Fig. 1: cell area per tile
(6 px per um) 6 x 6 tiles, from black (low) to pale yellow (high), 0 to 100% covered.
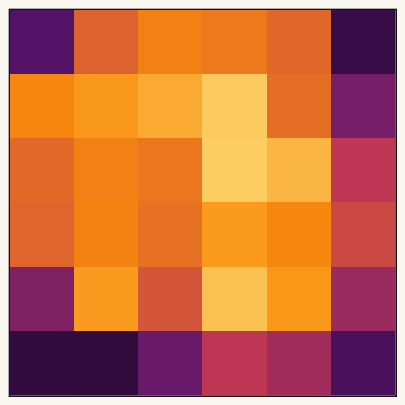
Fig. 2: clock wiring as the flow saved it
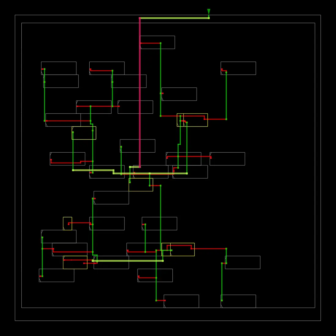
Fig. 3: ports around the boundary
(6 px per um) Pins as bars across the die edge, other pins in gray.
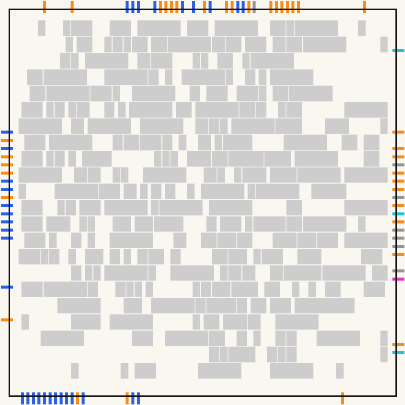
Fig. 4: cells colored by class
(4 px per um)
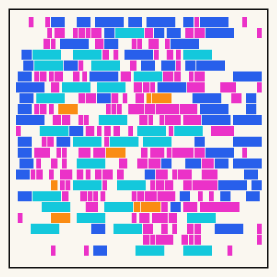
File: config.mk
export PLATFORM = sky130hd
export DESIGN_NAME = ls_sequencer
export DESIGN_NICKNAME = d
export VERILOG_FILES = /design/src/rtl/ls_sequencer.sv
export SDC_FILE = /design/constraint.sdc
export NUM_CORES = 1
export LEC_CHECK = 0
export CORE_MARGIN = 1
export CORE_UTILIZATION = 40
export CTS_CLUSTER_DIAMETER = 100
export CTS_CLUSTER_SIZE = 25
export DETAILED_ROUTE_END_ITERATION = 10
export MAX_ROUTING_LAYER = met4
export PLACE_DENSITY = 0.8
export SYNTH_ARGS = -nofsm -noshare
export SYNTH_HDL_FRONTEND = slang
export SYNTH_SLANG_ARGS = --single-unit
File: constraint.sdc
create_clock -name clk -period 2.7 [get_ports clk]
set_input_delay 0.54 -clock clk [delete_from_list [all_inputs] [get_ports clk]]
set_output_delay 0.54 -clock clk [all_outputs]
set_load 0.1 [all_outputs]
File: src/rtl/ls_sequencer.sv
// LEGv8 load/store control sequencer.
// Multi-cycle D-format load/store with memory handshake and timeout.
module ls_sequencer #(
  parameter int CUL     = 35,
  parameter int TIMEOUT = 16,
  parameter int CNT_W   = 5
) (
  input  logic         clk,
  input  logic         reset,
  input  logic         start,
  input  logic [31:0]  IR,
  input  logic         mem_ready,
  output logic         busy,
  output logic         done,
  output logic         error,
  output logic         sext,
  output logic [2:0]   k_mux,
  output logic [CUL:0] controlWord
);

  localparam logic [CNT_W-1:0] T_LAST = CNT_W'(TIMEOUT - 1);

  typedef enum logic [2:0] {
    S_IDLE,
    S_ADDR,
    S_WAIT,
    S_WB,
    S_ERR
  } state_t;

  typedef struct packed {
    logic       legal;
    logic       load;
    logic [1:0] size;
    logic       sext;
  } dec_t;

  typedef struct packed {
    logic [4:0] fs;
    logic [4:0] sa;
    logic [4:0] sb;
    logic [4:0] da;
    logic       w_reg;
    logic       c0;
    logic [1:0] mem_cs;
    logic       b_sel;
    logic       mem_we;
    logic       ir_load;
    logic       status_load;
    logic [1:0] size;
    logic       add_tri;
    logic [1:0] data_tri;
    logic       pc_sel;
    logic [1:0] pc_fs;
  } cw_t;

  function automatic dec_t decode(input logic [10:0] op);
    dec_t d;
    d = '0;
    case (op)
      11'b00111000000: d = '{1'b1, 1'b0, 2'b00, 1'b0};
      11'b01111000000: d = '{1'b1, 1'b0, 2'b01, 1'b0};
      11'b10111000000: d = '{1'b1, 1'b0, 2'b10, 1'b0};
      11'b11111000000: d = '{1'b1, 1'b0, 2'b11, 1'b0};
      11'b00111000010: d = '{1'b1, 1'b1, 2'b00, 1'b0};
      11'b01111000010: d = '{1'b1, 1'b1, 2'b01, 1'b0};
      11'b10111000100: d = '{1'b1, 1'b1, 2'b10, 1'b1};
      11'b11111000010: d = '{1'b1, 1'b1, 2'b11, 1'b0};
      default:         d = '0;
    endcase
    return d;
  endfunction

  state_t           state_q, state_d;
  logic [31:0]      ir_q, ir_d;
  logic [CNT_W-1:0] cnt_q, cnt_d;

  dec_t dec_in;
  dec_t dec_q;
  cw_t  cw;

  logic unused_ir;

  assign dec_in    = decode(IR[31:21]);
  assign dec_q     = decode(ir_q[31:21]);
  assign unused_ir = ^ir_q[20:10];

  // Next-state and control-word generation from state and handshake.
  always_comb begin
    state_d = state_q;
    ir_d    = ir_q;
    cnt_d   = cnt_q;
    cw      = '0;
    busy    = 1'b0;
    done    = 1'b0;
    error   = 1'b0;
    sext    = 1'b0;
    k_mux   = 3'b000;
    case (state_q)
      S_IDLE: begin
        if (start) begin
          ir_d    = IR;
          cnt_d   = '0;
          state_d = dec_in.legal ? S_ADDR : S_ERR;
        end
      end
      S_ADDR, S_WAIT: begin
        busy        = 1'b1;
        k_mux       = 3'b001;
        cw.fs       = 5'b01000;
        cw.sa       = ir_q[9:5];
        cw.sb       = ir_q[4:0];
        cw.b_sel    = 1'b1;
        cw.mem_cs   = 2'b01;
        cw.size     = dec_q.size;
        cw.mem_we   = ~dec_q.load;
        cw.data_tri = dec_q.load ? 2'b11 : 2'b01;
        if (mem_ready) begin
          if (dec_q.load) begin
            state_d = S_WB;
          end else begin
            done     = 1'b1;
            cw.pc_fs = 2'b01;
            state_d  = S_IDLE;
          end
        end else if (cnt_q == T_LAST) begin
          // Abort: drop the write strobe so memory sees no store.
          done      = 1'b1;
          error     = 1'b1;
          cw.mem_we = 1'b0;
          state_d   = S_IDLE;
        end else begin
          cnt_d   = cnt_q + 1'b1;
          state_d = S_WAIT;
        end
      end
      S_WB: begin
        busy        = 1'b1;
        k_mux       = 3'b001;
        cw.w_reg    = 1'b1;
        cw.da       = ir_q[4:0];
        cw.data_tri = 2'b11;
        cw.mem_cs   = 2'b01;
        cw.size     = dec_q.size;
        cw.pc_fs    = 2'b01;
        done        = 1'b1;
        sext        = dec_q.sext;
        state_d     = S_IDLE;
      end
      S_ERR: begin
        busy    = 1'b1;
        k_mux   = 3'b001;
        done    = 1'b1;
        error   = 1'b1;
        state_d = S_IDLE;
      end
      default: state_d = S_IDLE;
    endcase
  end

  assign controlWord = cw;

  // State, latched instruction and wait counter registers.
  always_ff @(posedge clk) begin
    if (reset) begin
      state_q <= S_IDLE;
      ir_q    <= '0;
      cnt_q   <= '0;
    end else begin
      state_q <= state_d;
      ir_q    <= ir_d;
      cnt_q   <= cnt_d;
    end
  end

endmodule
==> Changelog: implementation <==
## Implementation

* Post-CTS Setup Inserts at 0
* Main power group: registers
* Cell Type Count at 42
* Dpl cells at 297
* Top reg by flops: ir_q
* DPL Wire Length at 2.78 mm
* Vias/cell at 4.96
* Critical path depth in cells at 5
* Fmax at 0.386 GHz
* Fin. Hold Viols at 0
* WL/cell at 12.4 um
* Yosys Chip Area at 0.00155 sq mm
* Most common cell in the synthesized netlist: nand2_1
* CP bufs+invs at 1
* Status: complete, no violations
* Final core utilization at 0.672
* Post-synthesis register bit count at 29
* Initial antenna violation count at 0
* Largest area contributor in the synthesized netlist: dfxtp_1
* R2R depth at 6
* P_sw at 0.336 mW
* Tcrit/Tclk final at 0.960
* Final Max Slew Viols at 0
* Area Growth Syn to Fin at 59.9%
* Int Power at 0.700 mW
* All-Layer GR Usage at 0.198
* Detail Route Antenna Nets at 0
* EDFF count, synth at 0
* Vias in the first global route at 1,319
-- Fig. 1 (at the start) --
fullest tile: 89%
tiles over 75% full: 25%
mean over tiles: 59%
emptiest ninth of the die: bottom left

-- Fig. 2 (at the start) --
clock sink total: 29
Clk. pwr: 0.339 mW
clock buffers: 6
total CTS buffers: 5
flop count: 29

-- Fig. 3 (at the start) --
[controlWord] orange | pins: 36 | direction: output | edge: 17 top, 10 right, 6 left, 3 bottom
[k_mux] cyan | pins: 3 | direction: output | edge: right
[IR] blue | pins: 32 | direction: input | edge: 13 bottom, 10 left, 9 top
[mem_ready] magenta | pins: 1 | direction: input | edge: right
all pins by edge: 27 top, 20 right, 16 left, 16 bottom

-- Fig. 4 (at the start) --
[all other logic] magenta | cells: 158 | share of their area: 39%
[clock drivers and dummy loads] orange | cells: 8 | share of their area: 3.4%
[flip-flops] cyan | cells: 29 | share of their area: 24%
[other buffers and delay cells] blue | cells: 62 | share of their area: 33%

==> cell type report <==
cell class              instances  area [sq um]
well taps                      48          60.1
fillers                       331          1210
repair buffers                 62           805
multi-input cells             154           935
clock buffers                   6          72.6
clock inverters                 2          10.0
inverters                       4          15.0
flip-flops and latches         29           581
==> metal layers <==
metal / vias to the layer above / part of all wire / track usage
met5: - / 0 / -
met4: 0 / 0.0082 / 0.0750
met3: 2 / 0.050 / 0.0554
met2: 51 / 0.50 / 0.323
met1: 694 / 0.44 / 0.232
li1: 765 / - / -
==> cell families (layout without fill, tap and decap cells) <==
group,after synthesis,in the layout,share of synthesized area
flops,29,29,0.375
simple gates,98,98,0.326
compound gates,38,38,0.152
buf+inv,30,74,0.111
xor+xnor,2,2,0.0113
mux,1,1,0.00727
other cells,1,13,0.00242
fa+ha+maj,2,2,0.0162
Power is estimated from default activity; no workload was simulated.
